`src/rtl/uart_pkg.sv`:
```
// Shared register map, STATUS bit positions and serial FSM state type for wb_uart.
package uart_pkg;

   localparam logic [1:0] REG_DATA   = 2'd0;
   localparam logic [1:0] REG_STATUS = 2'd1;
   localparam logic [1:0] REG_DIV    = 2'd2;
   localparam logic [1:0] REG_CTRL   = 2'd3;

   localparam int unsigned ST_TX_FULL    = 0;
   localparam int unsigned ST_TX_EMPTY   = 1;
   localparam int unsigned ST_RX_VALID   = 2;
   localparam int unsigned ST_RX_OVERRUN = 3;
   localparam int unsigned ST_TX_BUSY    = 4;
   localparam int unsigned ST_FRAME_ERR  = 5;
   localparam int unsigned ST_TX_OVF     = 6;
   localparam int unsigned ST_PARITY_ERR = 7;

   typedef enum logic [2:0] {IDLE, START, DATA, PARITY, STOP} uart_state_t;

   function automatic logic [15:0] eff_div(input logic [15:0] div);
      return (div == 16'd0) ? 16'd1 : div;
   endfunction

endpackage

```
`src/rtl/uart_fifo.sv`:
```
// Synchronous FIFO with first-word-fall-through output; a push on a full FIFO
// is accepted when a pop happens in the same cycle.
module uart_fifo #(
   parameter int unsigned WIDTH      = 8,
   parameter int unsigned DEPTH_LOG2 = 3
) (
   input  logic             i_clk,
   input  logic             i_reset,
   input  logic             i_push,
   input  logic [WIDTH-1:0] i_wdata,
   input  logic             i_pop,
   output logic [WIDTH-1:0] o_rdata,
   output logic             o_full,
   output logic             o_empty
);

   logic [WIDTH-1:0]      mem_q [1 << DEPTH_LOG2];
   logic [DEPTH_LOG2-1:0] wr_ptr_q, wr_ptr_d;
   logic [DEPTH_LOG2-1:0] rd_ptr_q, rd_ptr_d;
   logic [DEPTH_LOG2:0]   count_q, count_d;
   logic                  push_ok, pop_ok;

   // count never exceeds the depth, so its MSB alone flags full
   assign o_full  = count_q[DEPTH_LOG2];
   assign o_empty = (count_q == '0);
   assign o_rdata = mem_q[rd_ptr_q];

   assign push_ok = i_push & (~o_full | i_pop);
   assign pop_ok  = i_pop & ~o_empty;

   always_comb begin
      wr_ptr_d = wr_ptr_q;
      rd_ptr_d = rd_ptr_q;
      count_d  = count_q;
      if (push_ok) wr_ptr_d = wr_ptr_q + 1'b1;
      if (pop_ok)  rd_ptr_d = rd_ptr_q + 1'b1;
      if (push_ok & ~pop_ok)      count_d = count_q + 1'b1;
      else if (pop_ok & ~push_ok) count_d = count_q - 1'b1;
   end

   always_ff @(posedge i_clk) begin
      if (i_reset) begin
         wr_ptr_q <= '0;
         rd_ptr_q <= '0;
         count_q  <= '0;
      end else begin
         wr_ptr_q <= wr_ptr_d;
         rd_ptr_q <= rd_ptr_d;
         count_q  <= count_d;
      end
   end

   always_ff @(posedge i_clk) begin
      if (push_ok) mem_q[wr_ptr_q] <= i_wdata;
   end

endmodule

```
`src/rtl/wb_uart.sv`:
```
// Wishbone UART slave: buffered TX, single-byte RX holding register, baud divisor, irq.
// Define WB_UART_PARITY_EN for 8E1 framing with RX parity checking (default 8N1).
module wb_uart
   import uart_pkg::*;
#(
   parameter int unsigned TX_DEPTH_LOG2 = 3,
   parameter logic [15:0] DEFAULT_DIV   = 16'd867
) (
   input  logic        i_clk,
   input  logic        i_reset,
   input  logic        i_sel,
   input  logic [31:0] i_wb_addr,
   input  logic        i_wb_stb,
   input  logic        i_wb_cyc,
   input  logic        i_wb_we,
   input  logic [3:0]  i_wb_sel,
   input  logic [31:0] i_wb_wdata,
   output logic        o_wb_ack,
   output logic [31:0] o_wb_rdata,
   input  logic        i_rx,
   output logic        o_tx,
   output logic        o_irq
);

   logic        ack_q, ack_d, irq_q, irq_d;
   logic [31:0] rdata_q, rdata_d;
   logic [15:0] div_q, div_d, div_eff, rx_half_m1;
   logic [1:0]  ctrl_q, ctrl_d;
   logic [7:0]  rx_byte_q, rx_byte_d, status;
   logic        rx_valid_q, rx_valid_d, rx_overrun_q, rx_overrun_d;
   logic        frame_err_q, frame_err_d, tx_ovf_q, tx_ovf_d, parity_err_q, parity_err_d;
   logic        access, bus_wr, bus_rd;
   logic [1:0]  reg_addr;

   logic        fifo_push, fifo_pop, fifo_full, fifo_empty;
   logic [7:0]  fifo_dout;

   uart_state_t tx_state_q, tx_state_d, rx_state_q, rx_state_d;
   logic [15:0] tx_cnt_q, tx_cnt_d, rx_cnt_q, rx_cnt_d;
   logic [2:0]  tx_bit_q, tx_bit_d, rx_bit_q, rx_bit_d;
   logic [7:0]  tx_shift_q, tx_shift_d, rx_shift_q, rx_shift_d;
   logic        tx_q, tx_d, tx_load, tx_busy;
   logic        rx_meta_q, rx_sync_q, rx_prev_q;
   logic        rx_store, rx_frame_bad, rx_par_bad;
`ifdef WB_UART_PARITY_EN
   logic        tx_par_q, tx_par_d;
`endif

   logic unused_bits;
   assign unused_bits = ^{i_wb_addr[31:4], i_wb_addr[1:0], i_wb_sel[3:1], i_wb_wdata[31:16]};

   assign access   = i_sel & i_wb_cyc & i_wb_stb & ~ack_q;
   assign bus_wr   = access & i_wb_we;
   assign bus_rd   = access & ~i_wb_we;
   assign reg_addr = i_wb_addr[3:2];

   assign fifo_push  = bus_wr & (reg_addr == REG_DATA) & i_wb_sel[0];
   assign div_eff    = eff_div(div_q);
   assign rx_half_m1 = (div_eff >> 1) + {15'd0, div_eff[0]} - 16'd1;
   assign tx_busy    = (tx_state_q != IDLE);

   uart_fifo #(
      .WIDTH      (8),
      .DEPTH_LOG2 (TX_DEPTH_LOG2)
   ) u_tx_fifo (
      .i_clk   (i_clk),
      .i_reset (i_reset),
      .i_push  (fifo_push),
      .i_wdata (i_wb_wdata[7:0]),
      .i_pop   (fifo_pop),
      .o_rdata (fifo_dout),
      .o_full  (fifo_full),
      .o_empty (fifo_empty)
   );

   // TX: every bit boundary reloads the counter, so DIV writes apply there
   always_comb begin
      tx_state_d = tx_state_q;
      tx_cnt_d   = tx_cnt_q;
      tx_bit_d   = tx_bit_q;
      tx_shift_d = tx_shift_q;
      tx_d       = tx_q;
      tx_load    = 1'b0;
      fifo_pop   = 1'b0;
`ifdef WB_UART_PARITY_EN
      tx_par_d   = tx_par_q;
`endif
      if (tx_state_q == IDLE) begin
         tx_d    = 1'b1;
         tx_load = ~fifo_empty;
      end else if (tx_cnt_q != 16'd0) begin
         tx_cnt_d = tx_cnt_q - 16'd1;
      end else begin
         tx_cnt_d = div_eff;
         case (tx_state_q)
            START: begin
               tx_state_d = DATA;
               tx_bit_d   = '0;
               tx_d       = tx_shift_q[0];
            end
            DATA: begin
               if (tx_bit_q == 3'd7) begin
`ifdef WB_UART_PARITY_EN
                  tx_state_d = PARITY;
                  tx_d       = tx_par_q;
`else
                  tx_state_d = STOP;
                  tx_d       = 1'b1;
`endif
               end else begin
                  tx_bit_d   = tx_bit_q + 3'd1;
                  tx_shift_d = {1'b0, tx_shift_q[7:1]};
                  tx_d       = tx_shift_q[1];
               end
            end
            PARITY: begin
               tx_state_d = STOP;
               tx_d       = 1'b1;
            end
            default: begin
               tx_d = 1'b1;
               if (fifo_empty) tx_state_d = IDLE;
               else            tx_load    = 1'b1;
            end
         endcase
      end
      if (tx_load) begin
         fifo_pop   = 1'b1;
         tx_state_d = START;
         tx_cnt_d   = div_eff;
         tx_shift_d = fifo_dout;
         tx_d       = 1'b0;
`ifdef WB_UART_PARITY_EN
         tx_par_d   = ^fifo_dout;
`endif
      end
   end

   always_comb begin
      rx_state_d   = rx_state_q;
      rx_cnt_d     = rx_cnt_q;
      rx_bit_d     = rx_bit_q;
      rx_shift_d   = rx_shift_q;
      rx_store     = 1'b0;
      rx_frame_bad = 1'b0;
      rx_par_bad   = 1'b0;
      if (rx_state_q == IDLE) begin
         if (rx_prev_q & ~rx_sync_q) begin
            rx_state_d = START;
            rx_cnt_d   = rx_half_m1;
         end
      end else if (rx_cnt_q != 16'd0) begin
         rx_cnt_d = rx_cnt_q - 16'd1;
      end else begin
         rx_cnt_d = div_eff;
         case (rx_state_q)
            START: begin
               rx_bit_d   = '0;
               rx_state_d = rx_sync_q ? IDLE : DATA;
            end
            DATA: begin
               rx_shift_d = {rx_sync_q, rx_shift_q[7:1]};
               if (rx_bit_q == 3'd7) begin
`ifdef WB_UART_PARITY_EN
                  rx_state_d = PARITY;
`else
                  rx_state_d = STOP;
`endif
               end else begin
                  rx_bit_d = rx_bit_q + 3'd1;
               end
            end
            PARITY: begin
               rx_par_bad = rx_sync_q ^ (^rx_shift_q);
               rx_state_d = STOP;
            end
            default: begin
               rx_store     = 1'b1;
               rx_frame_bad = ~rx_sync_q;
               rx_state_d   = IDLE;
            end
         endcase
      end
   end

   // Bus side: register writes, read-to-clear side effects, then hardware sets take priority
   always_comb begin
      div_d        = div_q;
      ctrl_d       = ctrl_q;
      rx_byte_d    = rx_byte_q;
      rx_valid_d   = rx_valid_q;
      rx_overrun_d = rx_overrun_q;
      frame_err_d  = frame_err_q;
      tx_ovf_d     = tx_ovf_q;
      parity_err_d = parity_err_q;

      status                = '0;
      status[ST_TX_FULL]    = fifo_full;
      status[ST_TX_EMPTY]   = fifo_empty;
      status[ST_RX_VALID]   = rx_valid_q;
      status[ST_RX_OVERRUN] = rx_overrun_q;
      status[ST_TX_BUSY]    = tx_busy;
      status[ST_FRAME_ERR]  = frame_err_q;
      status[ST_TX_OVF]     = tx_ovf_q;
      status[ST_PARITY_ERR] = parity_err_q;

      rdata_d = '0;
      if (bus_rd) begin
         case (reg_addr)
            REG_DATA:   rdata_d = {24'd0, rx_byte_q};
            REG_STATUS: rdata_d = {24'd0, status};
            REG_DIV:    rdata_d = {16'd0, div_q};
            default:    rdata_d = {30'd0, ctrl_q};
         endcase
         if (reg_addr == REG_DATA) rx_valid_d = 1'b0;
         if (reg_addr == REG_STATUS) begin
            rx_overrun_d = 1'b0;
            frame_err_d  = 1'b0;
            tx_ovf_d     = 1'b0;
            parity_err_d = 1'b0;
         end
      end
      if (bus_wr & (reg_addr == REG_DIV))  div_d  = i_wb_wdata[15:0];
      if (bus_wr & (reg_addr == REG_CTRL)) ctrl_d = i_wb_wdata[1:0];

      if (fifo_push & fifo_full & ~fifo_pop) tx_ovf_d = 1'b1;
      if (rx_store) begin
         rx_byte_d  = rx_shift_q;
         rx_valid_d = 1'b1;
         if (rx_valid_q)   rx_overrun_d = 1'b1;
         if (rx_frame_bad) frame_err_d  = 1'b1;
      end
      if (rx_par_bad) parity_err_d = 1'b1;

      ack_d = access;
      irq_d = (ctrl_q[0] & rx_valid_q) | (ctrl_q[1] & fifo_empty & ~tx_busy);
   end

   always_ff @(posedge i_clk) begin
      if (i_reset) begin
         ack_q        <= 1'b0;
         rdata_q      <= '0;
         irq_q        <= 1'b0;
         div_q        <= DEFAULT_DIV;
         ctrl_q       <= '0;
         rx_byte_q    <= '0;
         rx_valid_q   <= 1'b0;
         rx_overrun_q <= 1'b0;
         frame_err_q  <= 1'b0;
         tx_ovf_q     <= 1'b0;
         parity_err_q <= 1'b0;
         tx_state_q   <= IDLE;
         tx_cnt_q     <= '0;
         tx_bit_q     <= '0;
         tx_shift_q   <= '0;
         tx_q         <= 1'b1;
         rx_state_q   <= IDLE;
         rx_cnt_q     <= '0;
         rx_bit_q     <= '0;
         rx_shift_q   <= '0;
         rx_meta_q    <= 1'b1;
         rx_sync_q    <= 1'b1;
         rx_prev_q    <= 1'b1;
`ifdef WB_UART_PARITY_EN
         tx_par_q     <= 1'b0;
`endif
      end else begin
         ack_q        <= ack_d;
         rdata_q      <= rdata_d;
         irq_q        <= irq_d;
         div_q        <= div_d;
         ctrl_q       <= ctrl_d;
         rx_byte_q    <= rx_byte_d;
         rx_valid_q   <= rx_valid_d;
         rx_overrun_q <= rx_overrun_d;
         frame_err_q  <= frame_err_d;
         tx_ovf_q     <= tx_ovf_d;
         parity_err_q <= parity_err_d;
         tx_state_q   <= tx_state_d;
         tx_cnt_q     <= tx_cnt_d;
         tx_bit_q     <= tx_bit_d;
         tx_shift_q   <= tx_shift_d;
         tx_q         <= tx_d;
         rx_state_q   <= rx_state_d;
         rx_cnt_q     <= rx_cnt_d;
         rx_bit_q     <= rx_bit_d;
         rx_shift_q   <= rx_shift_d;
         rx_meta_q    <= i_rx;
         rx_sync_q    <= rx_meta_q;
         rx_prev_q    <= rx_sync_q;
`ifdef WB_UART_PARITY_EN
         tx_par_q     <= tx_par_d;
`endif
      end
   end

   assign o_wb_ack   = ack_q;
   assign o_wb_rdata = rdata_q;
   assign o_tx       = tx_q;
   assign o_irq      = irq_q;

endmodule

```
`config.mk`:
```
export PLATFORM = sky130hd
export DESIGN_NAME = wb_uart
export DESIGN_NICKNAME = d
export VERILOG_FILES = /design/src/rtl/uart_pkg.sv /design/src/rtl/uart_fifo.sv /design/src/rtl/wb_uart.sv
export SDC_FILE = /design/constraint.sdc
export NUM_CORES = 1
export LEC_CHECK = 0
export CORE_MARGIN = 3
export CORE_UTILIZATION = 56
export DETAILED_ROUTE_END_ITERATION = 10
export HOLD_SLACK_MARGIN = 0.06
export PLACE_DENSITY = 0.85
export SETUP_SLACK_MARGIN = 0.15
export SYNTH_ARGS = -nofsm -noshare
export SYNTH_HDL_FRONTEND = slang
export SYNTH_SLANG_ARGS = --single-unit
```
`constraint.sdc`:
```
create_clock -name i_clk -period 4.1 [get_ports i_clk]
set_input_delay 1.025 -clock i_clk [delete_from_list [all_inputs] [get_ports i_clk]]
set_output_delay 1.025 -clock i_clk [all_outputs]
set_load 0.01 [all_outputs]
```
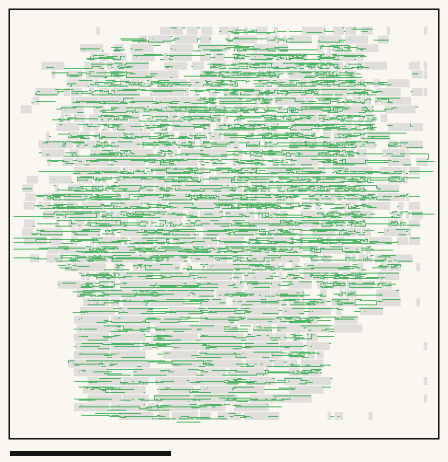
*M1 wires*
The bar under the picture is 50 microns long. Cells faint in the background.
nets with wire on the layer: 903
longest straight run: 39.8 microns
global routing usage on met1: 32.67%
final WL: 21210 microns
via count: 7174

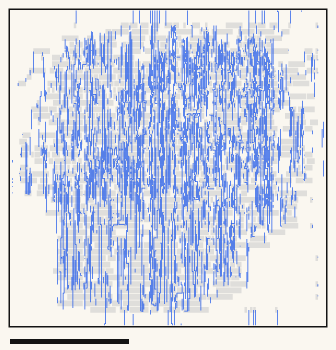
*Metal 2*
The bar under the picture is 50 microns long. Cells faint in the background.
share of all routed wire: 47%
longest straight run: 38.1 microns
nets with wire on the layer: 806
wire length on this layer: 9950 microns
GR met2 Demand/Resource: 37.61%

==> git commit body <==
Log flow metrics for this revision

- Critical Path AT: roughly 4 ns
- The initial antenna violation count was 0.
- Measured against the total synthesized area, the mux share comes to roughly 7.6%.
- Yosys mapped the design onto about 75 distinct sky130hd cell types.
- between 100 and 150 I/O pins were placed.
- The via count of the first global-routing pass was ~6600.
* Number of nets still failing antenna checks after routing: 0
- Chip Area, Yosys: between 9000 and 10000 sq um
- Yosys stat counts between 900 and 1000 cells in the synthesized netlist.
* Final Hold Slack: 0.4103 ns
- In the floorplan report the effective utilization is 58.25%.
- The stage logs contain a warning count of ~76.
- In the final report, the number of hold violations comes to 0.
- The final report lists a non-filler cell total of about 1200.
- The die covers around 18000 sq um.
- The filler cells instantiated in the layout total about 1200.
- Once placement completed, the tool counted placed cells totaling ~1100.
- Final worst path period share: between 80% and 90%
* Relative max-transition margin: between 20 and 25%
- Area of the placeable core: 15480 sq um
* Number of standard cells after synthesis: roughly 910
* Post-CTS Hold Buffers: 0
* Clock sink count: roughly 190
- Clk pin slew, worst setup/hold paths: 0.07 ns
- F_max: between 200 and 300 MHz
- Async S/R FF share, synth: 0%
- After global routing the overflow that remains totals 0.
- Synth Area in Compound Gates: about 14%
- Latest clock arrival within the worst-skew pair: 0.44 ns
- Path category of the worst min-delay check: reg -> reg
- Summing the sequential cell areas from Yosys gives approximately half of the chip area.
- The number of antenna diodes in the final layout is 0.
* # resized after CTS: 0
* Time the worst path needs with I/O delays and setup: around 3.6 ns
- In this run, CTS created clock tree buffers numbering 17.
- For reference, full adder, half adder and majority cells occupy 2.164% of the area reported after synthesis.
* Type of the worst setup path: in -> reg
- As logged by OpenROAD, the buffers inserted on ports number around 44.
* Worst Path Max Fanout: 5
- At the pin with the least slew margin, the transition time is ~1.2 ns.
- Area growth from synthesis to layout: 13.51%
- Violation count after the first detailed-route iteration: between 800 and 900
- Timing analysis after detailed placement gives a worst setup slack of 0.1564 ns.
- Total power of the final layout: roughly 6.4 mW
- Final Cell Area: 10240 sq um
* Ordered cell list for the critical path: clkdlybuf4s50_1, nand4b_1, nor2_1, and3_1, nand2_1, inv_1, ha_1, inv_1, ha_1, a21o_1, a21oi_1, xnor2_1, or3_1, a21oi_1
- The longest incremental delay of any stage on the critical path is reported as 0.46 ns.
- The synthesis log from Yosys contains 0 warnings.
* CTS root buffer: clkbuf_16
- Pin count of the biggest net entering global routing: approximately 56
* Result of the run: finished, final reports clean
* Top comb family, area: simple AND/OR/NAND/NOR gates
- The script logs the mean routed wire length per placed instance as between 15 and 20 microns.
- Looking at the clock tree report, the maximum root-to-sink buffer count equals 2.
- The worst setup path is launched from a primary input.
- IR Drop Worst-Case VDD: around 0.00043 V
- In this run the core area contains 45 standard-cell rows.
- Per the run summary, max-cap violations total 0.
- End-of-flow core utilization: between 60% and 70%
- Crit path max-delay cell type: clkdlybuf4s50_1
- Before antenna repair, the detailed router went through 6 iterations.
* H-tree depth reported by CTS: 4
- The global routing report lists combined usage of all routing layers as between 20% and 30%.
* DRC errors left: 0
[report_power, final]
part           switching [mW]  total (mW)  leakage [nW]  internal [mW]
Sequential              0.257        2.39          1.60           2.13
Combinational            1.38        2.27          1.71          0.883
Clock                   0.730        1.77         0.303           1.04
[cell usage in the layout, fill, tap and decap left out, drive strengths merged, types with 21 or more instances in the layout]
master         instances
o21ai                 41
dfxtp                126
nor2                  75
inv                   26
edfxtp                64
nand3                 26
nand2                 87
mux2i                 27
xnor2                 21
a21oi                 69
buf                   25
nor3                  35
clkdlybuf4s50         43
[worst paths after layout]
kind	slack (ns)	startpoint	cells past startpoint	endpoint
setup / recovery	0.46	i_wb_cyc	14	u_tx_fifo.count_q[3]$_SDFFE_PP0P_
hold / removal	0.41	rx_meta_q$_SDFF_PP1_	1	rx_sync_q$_SDFF_PP1_
setup reg to reg	0.62	tx_cnt_q[10]$_SDFFE_PP0N_	13	u_tx_fifo.count_q[3]$_SDFFE_PP0P_
hold reg to reg	0.41	rx_meta_q$_SDFF_PP1_	1	rx_sync_q$_SDFF_PP1_
[cells in the mapped netlist (all sizes together) (14+ instances only)]
master,n,area (sq um)
dfxtp,126,2522
nand2,87,326.6
nor2,75,281.5
a21oi,69,345.3
edfxtp,64,1922
clkbuf,47,177.7
o21ai,41,216.5
nor3,35,185.2
buf,27,176.4
mux2i,27,270.3
nand3,26,130.1
xnor2,21,183.9
nand2b,20,125.1
inv,19,71.31
mux4,18,405.4
nor4,18,133.9
nand4,15,108.9
ha,14,175.2
[final cells by class]
cell class / instances / area (sq um) / share of cell area (%)
inverters: 19 / 71.32 / 0.6966
well taps: 211 / 264.0 / 2.579
flip-flops and latches: 190 / 4444 / 43.41
clock buffers: 19 / 432.9 / 4.228
repair buffers: 68 / 618.1 / 6.037
clock inverters: 13 / 201.4 / 1.967
multi-input cells: 641 / 4207 / 41.09
[registers in the layout, summed over array words and instances (netlist names), 3 cells and up, named ones only]
signal and cells:
rx_bit_q 3, tx_bit_q 3, tx_cnt_q 16, tx_shift_q 8, u_tx_fifo.mem_q 64, u_tx_fifo.wr_ptr_q 3
rx_state_q 3, u_tx_fifo.rd_ptr_q 3, rx_shift_q 8, rx_byte_q 8, rx_cnt_q 16, u_tx_fifo.count_q 4
div_q 16, o_wb_rdata 16, tx_state_q 3
[logic make-up after synthesis]
group           after synthesis
compound gates              194
buf+inv                      93
simple gates                345
fa+ha+maj                    15
flops                       190
other cells                   1
mux                          46
xor+xnor                     25
[critical path, delay by kind of cell]
family	cells	cell delay (ns)
buffers and inverters	3	0.69
xor gates and xnor gates	1	0.11
AOI/OAI and AO/OA	3	0.56
adders and majority gates	2	0.52
and+or+nand+nor	5	1.10
[metal layers]
| layer | part of all wire (%) | routed length [microns] | GRT usage [%] | vias up |
|---|---|---|---|---|
| li1 | - | - | - | 3371 |
| met1 | 42 | 8946 | 32.67 | 3398 |
| met2 | 47 | 9946 | 37.61 | 364 |
| met3 | 8.3 | 1766 | 5.285 | 41 |
| met4 | 2.6 | 554 | 9.700 | 0 |
| met5 | 0 | 0 | 0 | - |
Power is estimated from default activity; no workload was simulated.
